==> run_1/m1.png <==
(3 px per µm)
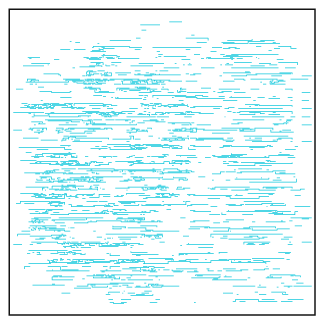
==> run_1/congestion_map.png <==
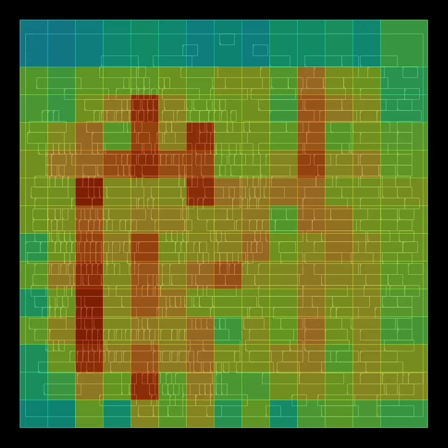
==> run_1/gates.png <==
(3 px per µm)
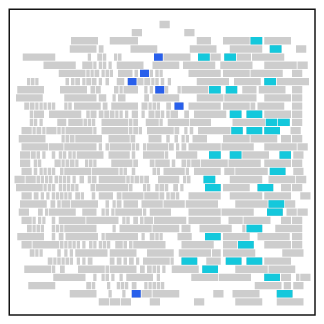
$ cat src/rtl/bios_spi_rom_pkg.sv
// Shared constants, FSM state type and byte-order helper for the BIOS SPI ROM reader.
package bios_spi_rom_pkg;

    localparam logic [7:0] SPI_OP_READ = 8'h03;

    localparam int CMD_BITS   = 8;
    localparam int ADDR_BITS  = 24;
    localparam int DATA_BITS  = 32;
    localparam int FRAME_BITS = CMD_BITS + ADDR_BITS + DATA_BITS;

    typedef enum logic [2:0] {
        IDLE,
        CMD,
        ADDR,
        DATA,
        STREAM,
        DESEL
    } state_t;

    // Flash returns bytes in address order; the first byte belongs in bits [7:0].
    function automatic logic [31:0] byte_swap(input logic [31:0] w);
        return {w[7:0], w[15:8], w[23:16], w[31:24]};
    endfunction

endpackage

$ cat src/rtl/spi_shift_engine.sv
// SPI mode-0 bit engine: SCK divider, bit counter, MOSI shift-out, MISO shift-in, done pulse.
module spi_shift_engine
    import bios_spi_rom_pkg::*;
#(
    parameter int CLK_DIV = 1
) (
    input  logic        clk,
    input  logic        rst,
    input  logic        start,
    input  logic [6:0]  len,
    input  logic [63:0] tx,
    input  logic        miso,
    output logic        sck,
    output logic        mosi,
    output logic        busy,
    output logic        done,
    output logic [6:0]  bits_left,
    output logic [31:0] rx
);
    localparam int DW = (CLK_DIV > 1) ? $clog2(CLK_DIV) : 1;
    localparam logic [DW-1:0] DIV_LAST = DW'(CLK_DIV - 1);

    logic [DW-1:0] div_cnt;
    logic [63:0]   sr_out;
    logic          load;
    logic          rise;
    logic          fall;

    assign load = start & ~busy;
    assign rise = busy & (div_cnt == '0) & ~sck;
    assign fall = busy & (div_cnt == '0) & sck;

    always_ff @(posedge clk or posedge rst) begin
        if (rst) begin
            busy      <= 1'b0;
            sck       <= 1'b0;
            mosi      <= 1'b0;
            done      <= 1'b0;
            div_cnt   <= '0;
            bits_left <= '0;
        end else begin
            done <= 1'b0;
            if (load) begin
                busy      <= 1'b1;
                sck       <= 1'b0;
                mosi      <= tx[63];
                div_cnt   <= DIV_LAST;
                bits_left <= len;
            end else if (busy) begin
                if (div_cnt != '0) begin
                    div_cnt <= div_cnt - DW'(1);
                end else begin
                    div_cnt <= DIV_LAST;
                    sck     <= ~sck;
                    if (sck) begin
                        bits_left <= bits_left - 7'd1;
                        if (bits_left == 7'd1) begin
                            busy <= 1'b0;
                            done <= 1'b1;
                            mosi <= 1'b0;
                        end else begin
                            mosi <= sr_out[63];
                        end
                    end
                end
            end
        end
    end

    // MOSI advances on the SCK fall; MISO is captured on the edge that raises SCK.
    always_ff @(posedge clk) begin
        if (load) begin
            sr_out <= {tx[62:0], 1'b0};
        end else if (fall) begin
            sr_out <= {sr_out[62:0], 1'b0};
        end
        if (rise) begin
            rx <= {rx[30:0], miso};
        end
    end

endmodule

$ cat src/rtl/bios_spi_rom.sv
// BIOS ROM word reader: serves 32-bit ROM reads from SPI NOR flash with READ (0x03) frames.
// Optional macro BIOS_SPI_ROM_PREFETCH_EN streams the next sequential word after each frame.
module bios_spi_rom
    import bios_spi_rom_pkg::*;
#(
    parameter logic [23:0] FLASH_BASE = 24'h000000,
    parameter int          CLK_DIV    = 1,
    parameter int          CS_HIGH    = 2
) (
    input  logic        clk,
    input  logic        rst,
    input  logic [13:0] rom_address,
    input  logic        rom_rd_enable,
    output logic [31:0] rom_rd_data,
    output logic        rom_rd_valid,
    output logic        spi_cs_n,
    output logic        spi_sck,
    output logic        spi_mosi,
    input  logic        spi_miso
);
    localparam int CW = (CS_HIGH > 1) ? $clog2(CS_HIGH) : 1;
    localparam logic [CW-1:0] DESEL_LAST = CW'(CS_HIGH - 1);

    state_t        state;
    logic [13:0]   req_addr;
    logic [13:0]   buf_addr;
    logic [31:0]   buf_data;
    logic          buf_vld;
    logic [CW-1:0] desel_cnt;

    logic          miss;
    logic          frame_start;
    logic          stream_start;
    logic [23:0]   flash_addr;

    logic          eng_start;
    logic [6:0]    eng_len;
    logic [63:0]   eng_tx;
    logic          eng_busy;
    logic          eng_done;
    logic [6:0]    eng_bits_left;
    logic [31:0]   eng_rx;

    assign flash_addr   = FLASH_BASE + {8'h00, rom_address, 2'b00};
    assign rom_rd_data  = buf_data;
    assign rom_rd_valid = buf_vld & rom_rd_enable & (buf_addr == rom_address);
    assign miss         = rom_rd_enable & ~rom_rd_valid;
    assign frame_start  = (state == IDLE) & miss & ~eng_busy;

`ifdef BIOS_SPI_ROM_PREFETCH_EN
    logic [31:0] pf_data;
    logic [13:0] pf_tag;
    logic        pf_vld;
    logic        stream_miss;
    logic        stream_entry;
    logic        stream_hit;

    assign stream_entry = (state == DATA) & eng_done & (req_addr != 14'h3FFF);
    assign stream_hit   = (state == STREAM) & ~eng_done & pf_vld & miss & (rom_address == pf_tag);
    assign stream_start = stream_entry | (stream_hit & (pf_tag != 14'h3FFF));
`else
    assign stream_start = 1'b0;
`endif

    always_comb begin
        eng_start = frame_start | stream_start;
        eng_len   = 7'(FRAME_BITS);
        eng_tx    = {SPI_OP_READ, flash_addr, 32'h0};
        if (stream_start) begin
            eng_len = 7'(DATA_BITS);
            eng_tx  = '0;
        end
    end

    spi_shift_engine #(
        .CLK_DIV (CLK_DIV)
    ) u_engine (
        .clk       (clk),
        .rst       (rst),
        .start     (eng_start),
        .len       (eng_len),
        .tx        (eng_tx),
        .miso      (spi_miso),
        .sck       (spi_sck),
        .mosi      (spi_mosi),
        .busy      (eng_busy),
        .done      (eng_done),
        .bits_left (eng_bits_left),
        .rx        (eng_rx)
    );

    always_ff @(posedge clk or posedge rst) begin
        if (rst) begin
            state     <= IDLE;
            spi_cs_n  <= 1'b1;
            req_addr  <= '0;
            buf_addr  <= '0;
            buf_data  <= '0;
            buf_vld   <= 1'b0;
            desel_cnt <= '0;
`ifdef BIOS_SPI_ROM_PREFETCH_EN
            pf_data     <= '0;
            pf_tag      <= '0;
            pf_vld      <= 1'b0;
            stream_miss <= 1'b0;
`endif
        end else begin
            case (state)
                IDLE: begin
                    if (frame_start) begin
                        state    <= CMD;
                        spi_cs_n <= 1'b0;
                        req_addr <= rom_address;
                    end
                end
                CMD: begin
                    if (eng_bits_left == 7'(FRAME_BITS - CMD_BITS)) state <= ADDR;
                end
                ADDR: begin
                    if (eng_bits_left == 7'(DATA_BITS)) state <= DATA;
                end
                DATA: begin
                    // The frame is never aborted: the word always lands under the latched address.
                    if (eng_done) begin
                        buf_data <= byte_swap(eng_rx);
                        buf_addr <= req_addr;
                        buf_vld  <= 1'b1;
`ifdef BIOS_SPI_ROM_PREFETCH_EN
                        if (stream_entry) begin
                            state       <= STREAM;
                            pf_tag      <= req_addr + 14'd1;
                            pf_vld      <= 1'b0;
                            stream_miss <= 1'b0;
                        end else begin
                            state     <= DESEL;
                            spi_cs_n  <= 1'b1;
                            desel_cnt <= DESEL_LAST;
                        end
`else
                        state     <= DESEL;
                        spi_cs_n  <= 1'b1;
                        desel_cnt <= DESEL_LAST;
`endif
                    end
                end
                STREAM: begin
`ifdef BIOS_SPI_ROM_PREFETCH_EN
                    if (eng_busy && miss) stream_miss <= 1'b1;
                    if (eng_done) begin
                        if (stream_miss || miss) begin
                            state     <= DESEL;
                            spi_cs_n  <= 1'b1;
                            desel_cnt <= DESEL_LAST;
                        end else begin
                            pf_data <= byte_swap(eng_rx);
                            pf_vld  <= 1'b1;
                        end
                    end else if (stream_hit) begin
                        buf_data    <= pf_data;
                        buf_addr    <= pf_tag;
                        buf_vld     <= 1'b1;
                        pf_vld      <= 1'b0;
                        stream_miss <= 1'b0;
                        if (pf_tag != 14'h3FFF) begin
                            pf_tag <= pf_tag + 14'd1;
                        end else begin
                            state     <= DESEL;
                            spi_cs_n  <= 1'b1;
                            desel_cnt <= DESEL_LAST;
                        end
                    end else if (pf_vld && miss) begin
                        pf_vld    <= 1'b0;
                        state     <= DESEL;
                        spi_cs_n  <= 1'b1;
                        desel_cnt <= DESEL_LAST;
                    end
`else
                    state <= IDLE;
`endif
                end
                DESEL: begin
                    if (desel_cnt == '0) state <= IDLE;
                    else desel_cnt <= desel_cnt - CW'(1);
                end
                default: state <= IDLE;
            endcase
        end
    end

endmodule

$ cat config.mk
export PLATFORM = sky130hd
export DESIGN_NAME = bios_spi_rom
export DESIGN_NICKNAME = d
export VERILOG_FILES = /design/src/rtl/bios_spi_rom_pkg.sv /design/src/rtl/spi_shift_engine.sv /design/src/rtl/bios_spi_rom.sv
export SDC_FILE = /design/constraint.sdc
export NUM_CORES = 1
export LEC_CHECK = 0
export ABC_AREA = 1
export CAP_MARGIN = 20
export CORE_UTILIZATION = 55
export CTS_BUF_LIST = sky130_fd_sc_hd__clkbuf_8
export CTS_CLUSTER_DIAMETER = 80
export DETAILED_ROUTE_END_ITERATION = 8
export GPL_ROUTABILITY_DRIVEN = 0
export HOLD_SLACK_MARGIN = 0.06
export PLACE_DENSITY = 0.88
export SYNTH_ARGS = -nofsm -noshare
export SYNTH_HDL_FRONTEND = slang
export SYNTH_SLANG_ARGS = --single-unit
$ cat constraint.sdc
create_clock -name clk -period 7.02 [get_ports clk]
set_clock_uncertainty 0.15 [all_clocks]
set_input_delay 1.053 -clock clk [delete_from_list [all_inputs] [get_ports clk]]
set_output_delay 1.053 -clock clk [all_outputs]
set_load 0.02 [all_outputs]
==> impl_metrics.csv, run 1 <==
group,metric,value,unit
run_status,run_status,"completed",
logic_synthesis,seq_area_frac_synth,66.4,%
critical_path,crit_required,5.82,ns
clocking,tritoncts.num_buffers,17,
layout,sh_seq_area,55.6,%
logic_synthesis,ys_async_sr_fraction,55.8,%
flow_run,tool_warnings,27,
hold_path,min_path_type,"reg -> reg",
layout,dominant_cells,"flip-flops and latches",
clocking,hold_buffers,0,
logic_synthesis,top_logic_kind,"simple AND/OR/NAND/NOR gates",
critical_path,timing.critical_path.max_delay_family,"buffers and inverters",
hold_path,min_to,"u_engine.rx[6]$_DFFE_PP_",
power,power.share.sequential,54.6,%
layout,n_clock_buffer,17,
routing,number_of_optimization_iterations_in_the_first_detailed_route_pass,5,
hold_path,holdPathStages,0,
power,power.sequential.total,826,µW
timing,rsz0062_at_grt,"false",
power,comb_cell_power,28.4,µW
layout,num-nonclk-inverters,59,
routing,detail_route.wirelength,9.91,mm
clocking,worst_setup_hold_path_clk_slew,0.08,ns
hold_path,worstHoldStart,"u_engine.rx[5]$_DFFE_PP_",
global_routing,grt_first_pass_wirelength,16.8,mm
power,cellPowerDensity,233,nW/µm²
power,pwr-share-clk,43.6,%
logic_synthesis,ys_area,5430,µm²
layout,sequential_cell_total,138,
global_routing,track_usage,21.8,%
critical_path,r2r_setup_slack,4.49,ns
placed_design,dp_hpwl,6.49,mm
layout,post_route_cells_drive_above_1_share,13.2,%
layout,bufAreaShareNonClock,8.83,%
critical_path,crit_path_cell_trace,"clkdlybuf4s50_1 > inv_1 > nand2_1 > nand2_1 > nor2_1 > nand2_1 > nor2_1 > nand2_1 > inv_1 > clkdlybuf4s50_1",
clocking,clock_insertion_delay_worst_skew,0.43,ns
layout,layout.cells.most_common,"sky130_fd_sc_hd__nand2_1",
critical_path,r2r.worst_path.cells,9,
timing,worst_slew_pin_slew,0.806,ns
timing,timing.hold.ws,0.289,ns
layout,layout.clock.cell_area_share,6.31,%
layout,nNonClkBuffers,57,
power,ir_worst_vdd,0.140,mV
power,power_clock,660,µW
timing,timing.setup.tns,0,ns
layout,seqCellArea,3610,µm²
critical_path,critical_path.slowest_cell,"sky130_fd_sc_hd__clkdlybuf4s50_1",
logic_synthesis,netlist_top_cells_count,"150 x sky130_fd_sc_hd__nand2_1, 76 x sky130_fd_sc_hd__dfrtp_1, 55 x sky130_fd_sc_hd__inv_1",
power,total_power,1.51,mW
logic_synthesis,ys.flop_type,"sky130_fd_sc_hd__dfrtp_1",
floorplanning,io-pin-count,54,
routing,number_of_remaining_drc_errors,0,
power,swShare,21.4,%
timing,period_needed,4.00,ns
logic_synthesis,simple_gate_share,14.0,%
critical_path,critical_path_peak_fanout,3,
critical_path,cp.buffers_inverters,4,
floorplanning,die_y,101,µm
routing,route.antenna.remaining_nets,0,
routing,post_drt_via_cell_ratio,5.08,
logic_synthesis,synth_stat.cells,495,
global_routing,grt-ovfl-total,0,
logic_synthesis,number_of_synthesized_flops_with_an_enable_pin,46,
critical_path,worst_ep_arrival_time,2.80,ns
critical_path,setup.worst_path.start,"rom_address[1]",
layout,finish.net_count,575,
global_routing,largest_net_degree_at_the_start_of_global_routing,78,
logic_synthesis,yosysTopAreaCellShare,35.0,%
layout,final_cell_count_no_fill,697,
critical_path,cp.depth,10,
logic_synthesis,synthesis.yosys.warnings,0,
timing,final_hold_violating_endpoints,0,
floorplanning,die_width,101,µm
timing,timing.slew.headroom,46.3,%
critical_path,worstSetupEndpointType,"primary output",
placed_design,place_area,6060,µm²
timing,final.setup.worst_slack,3.02,ns
Notes on m1.png above:
The wires run mostly horizontal. 528 nets have wire on it.

Notes on congestion_map.png above:
fraction of the core area covered by cells at the end of the flow: 68.9%
met3 usage in global routing: 5.11%
Routed WL per cell: 14.2 µm
global-route met1 utilization: 28.2%

Notes on gates.png above:
Blue is xor and xnor cells, cells 6. Cyan is mux cells, cells 32, where a vertical strip on the right.

-- run 1: registers in the layout, summed over array words and instances (netlist names) --
signal,cells
buf_vld,1
u_engine.done,1
state,3
req_addr,14
u_engine.rx,32
u_engine.busy,1
u_engine.mosi,1
u_engine.sr_out,29
rom_rd_data,32
u_engine.sck,1
u_engine.bits_left,7
spi_cs_n,1
desel_cnt,1
buf_addr,14
-- run 1: per-layer routing --
| metal | wire length [µm] | global-route usage [%] | vias to the layer above | share of wire (%) |
|---|---|---|---|---|
| met4 | 118 | 9.14 | 0 | 1.2 |
| li1 | - | - | 1712 | - |
| met1 | 4380 | 28.2 | 1711 | 44 |
| met2 | 5000 | 35.7 | 103 | 50 |
| met3 | 411 | 5.11 | 13 | 4.1 |
| met5 | 0 | 0 | - | 0 |
--- run 2 (diff from run 1) ---
==> constraint.sdc (replaced) <==
create_clock -name clk -period 4.1 [get_ports clk]
set_clock_uncertainty 0.15 [all_clocks]
set_input_delay 0.615 -clock clk [delete_from_list [all_inputs] [get_ports clk]]
set_output_delay 0.615 -clock clk [all_outputs]
set_load 0.02 [all_outputs]
==> run 2 against run 1 <==
Against the previous run: die size unchanged; flip-flop count unchanged; sequential power up 71%.
==> impl_metrics.csv, run 2 <==
group,metric,value,unit
run_status,run_status,"completed",
logic_synthesis,top_logic_kind,"simple AND/OR/NAND/NOR gates",
critical_path,r2r.worst_path.cells,5,
logic_synthesis,ys_area,5430,µm²
critical_path,setup.worst_path.end,"rom_rd_valid",
routing,post_drt_via_cell_ratio,5.08,
critical_path,crit_path_cell_trace,"clkdlybuf4s50_1 > inv_1 > nand2_1 > nand2_1 > nor2_1 > nand2_1 > nor2_1 > nand2_1 > inv_1 > clkdlybuf4s50_1",
floorplanning,die_y,101,µm
routing,wl_met1,4.56,mm
routing,top_signal_layer_used,"met4",
floorplanning,die_width,101,µm
routing,met2_wirelength,5.06,mm
power,power.share.sequential,56.8,%
timing,timing.hold.ws,0.296,ns
layout,fin_util,68.6,%
timing,worst_slew_pin_slew,1.03,ns
global_routing,most_crowded_layer_gr,"met2",
critical_path,cp.depth,10,
global_routing,global_route.usage.met1,27.7,%
logic_synthesis,number_of_synthesized_flops_with_an_enable_pin,46,
flow_run,tool_warnings,27,
hold_path,min_to,"u_engine.rx[6]$_DFFE_PP_",
layout,syn2layout_area_growth,18.8,%
clocking,clock_insertion_delay_worst_skew,0.43,ns
logic_synthesis,synth_stat.cells,495,
logic_synthesis,ys_async_sr_fraction,55.8,%
power,pwr-share-clk,41.3,%
hold_path,holdPathStages,0,
critical_path,cp.buffers_inverters,4,
floorplanning,io-pin-count,54,
routing,number_of_remaining_drc_errors,0,
power,power_clock,1.03,mW
logic_synthesis,seq_area_frac_synth,66.4,%
global_routing,largest_net_degree_at_the_start_of_global_routing,50,
logic_synthesis,synthesis.instances,495,
power,power.leakage,3.04,nW
critical_path,worstSetupEndpointType,"primary output",
power,swShare,22.7,%
clocking,hold_buffers,0,
timing,final_hold_violating_endpoints,0,
timing,timing.setup.tns,0,ns
critical_path,critical_path_peak_fanout,3,
placed_design,dpl.cell_count,665,
clocking,tritoncts.num_buffers,17,
logic_synthesis,netlist_top_cells_count,"150 x sky130_fd_sc_hd__nand2_1, 76 x sky130_fd_sc_hd__dfrtp_1, 55 x sky130_fd_sc_hd__inv_1",
critical_path,r2r_setup_slack,1.63,ns
power,p_int,1.92,mW
logic_synthesis,simple_gate_share,14.0,%
logic_synthesis,muxShareOfSynthArea,7.81,%
power,power.net_switching,565,µW
clocking,worst_setup_hold_path_clk_slew,0.08,ns
layout,post_route_cells_drive_above_1_share,13.6,%
logic_synthesis,syn_avg_cell_area,11.0,µm²
timing,rsz0062_at_grt,"false",
timing,fmax,0.316,GHz
layout,seqCellArea,3610,µm²
timing,timing.slew.headroom,31.1,%
routing,number_of_optimization_iterations_in_the_first_detailed_route_pass,5,
critical_path,setup.worst_path.start,"rom_address[11]",
layout,final.fill_count,657,
hold_path,min_path_type,"reg -> reg",
clocking,cts_tree,"done",
routing,wl_met3,344,µm
global_routing,grt_first_pass_wirelength,16.9,mm
critical_path,crit_required,3.34,ns
global_routing,grtUsageMet2,37.6,%
power,cellPowerDensity,386,nW/µm²
placed_design,place_area,6080,µm²
placed_design,dp_hpwl,6.55,mm
logic_synthesis,yosysTopAreaCellShare,35.0,%
critical_path,worst_ep_arrival_time,2.40,ns
routing,routedWlPerCell,14.4,µm
routing,detail_route.wirelength,10.0,mm
logic_synthesis,ys.flop_type,"sky130_fd_sc_hd__dfrtp_1",
power,ir_worst_vdd,0.296,mV
routing,route.antenna.remaining_nets,0,
clocking,post-cts-setup-buffers,0,
layout,final_cell_count_no_fill,697,
hold_path,worstHoldStart,"u_engine.rx[5]$_DFFE_PP_",
power,comb_cell_power,48.1,µW
timing,period_needed,3.17,ns
critical_path,timing.critical_path.max_delay_family,"buffers and inverters",
critical_path,critPathLaunchType,"input port",
logic_synthesis,synthesis.yosys.warnings,0,
global_routing,grt-ovfl-total,0,
floorplanning,floorplan.core_area,9420,µm²
critical_path,critical_path.slowest_cell,"sky130_fd_sc_hd__clkdlybuf4s50_1",
layout,finish.net_count,575,
power,power.sequential.total,1.41,mW
[run 2: cells by family (layout without fill, tap and decap cells)]
family	after synthesis	after routing
xor+xnor	6	6
fa+ha+maj	2	2
mux	32	32
compound gates	48	48
buf+inv	75	148
simple gates	194	194
flops	138	138
[run 2: area by class of cell]
cell class / instances / share of cell area (%)
Inverter: 59 / 3.43
Tap cell: 129 / 2.50
Clock inverter: 15 / 2.21
Timing Repair Buffer: 57 / 8.88
Sequential cell: 138 / 55.9
Clock buffer: 17 / 3.62
Multi-Input combinational cell: 282 / 23.4
[run 2: stage by stage]
step	setup WS [ns]	power, mW
after floorplan	1.37	1.46
after global placement	0.992	1.49
after detailed placement	0.972	1.49
after CTS	0.910	2.52
after global routing	0.818	2.58
final	0.931	2.49
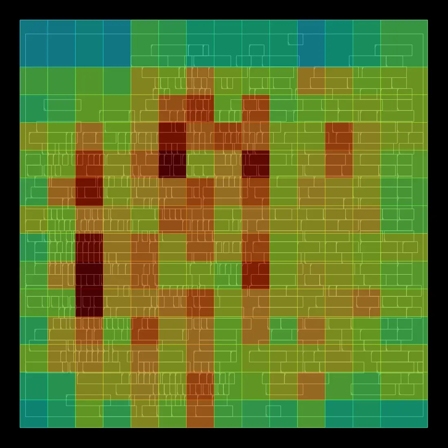
(run_2/congestion_map.png)
met3 usage in global routing: 4.69%
overall track demand over capacity in global routing: 22.2%

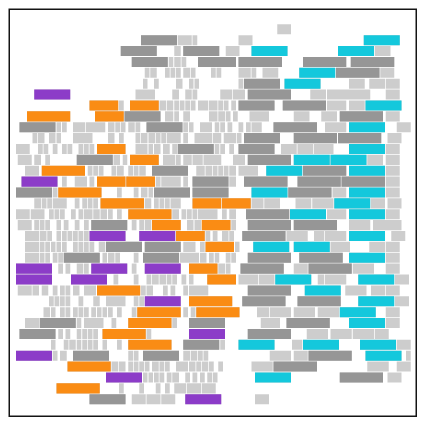
(run_2/ff_map.png)
(4 px per µm) Other sequential cells in the stronger grey, the rest of the logic in the fainter grey.
Purple is `req_addr`, sequential cells 14. Orange is `u_engine.sr_out`, sequential cells 29. Cyan is `rom_rd_data`, sequential cells 32.
Another 63 sequential cells are not coloured.

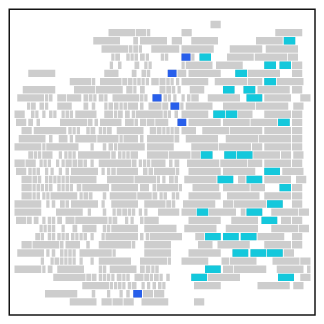
(run_2/gates.png)
(3 px per µm)
highest-count logic cell in the final layout: sky130_fd_sc_hd__nand2_1
multi-input gate share of total cell area: 23.4%

Power is estimated from default activity; no workload was simulated.
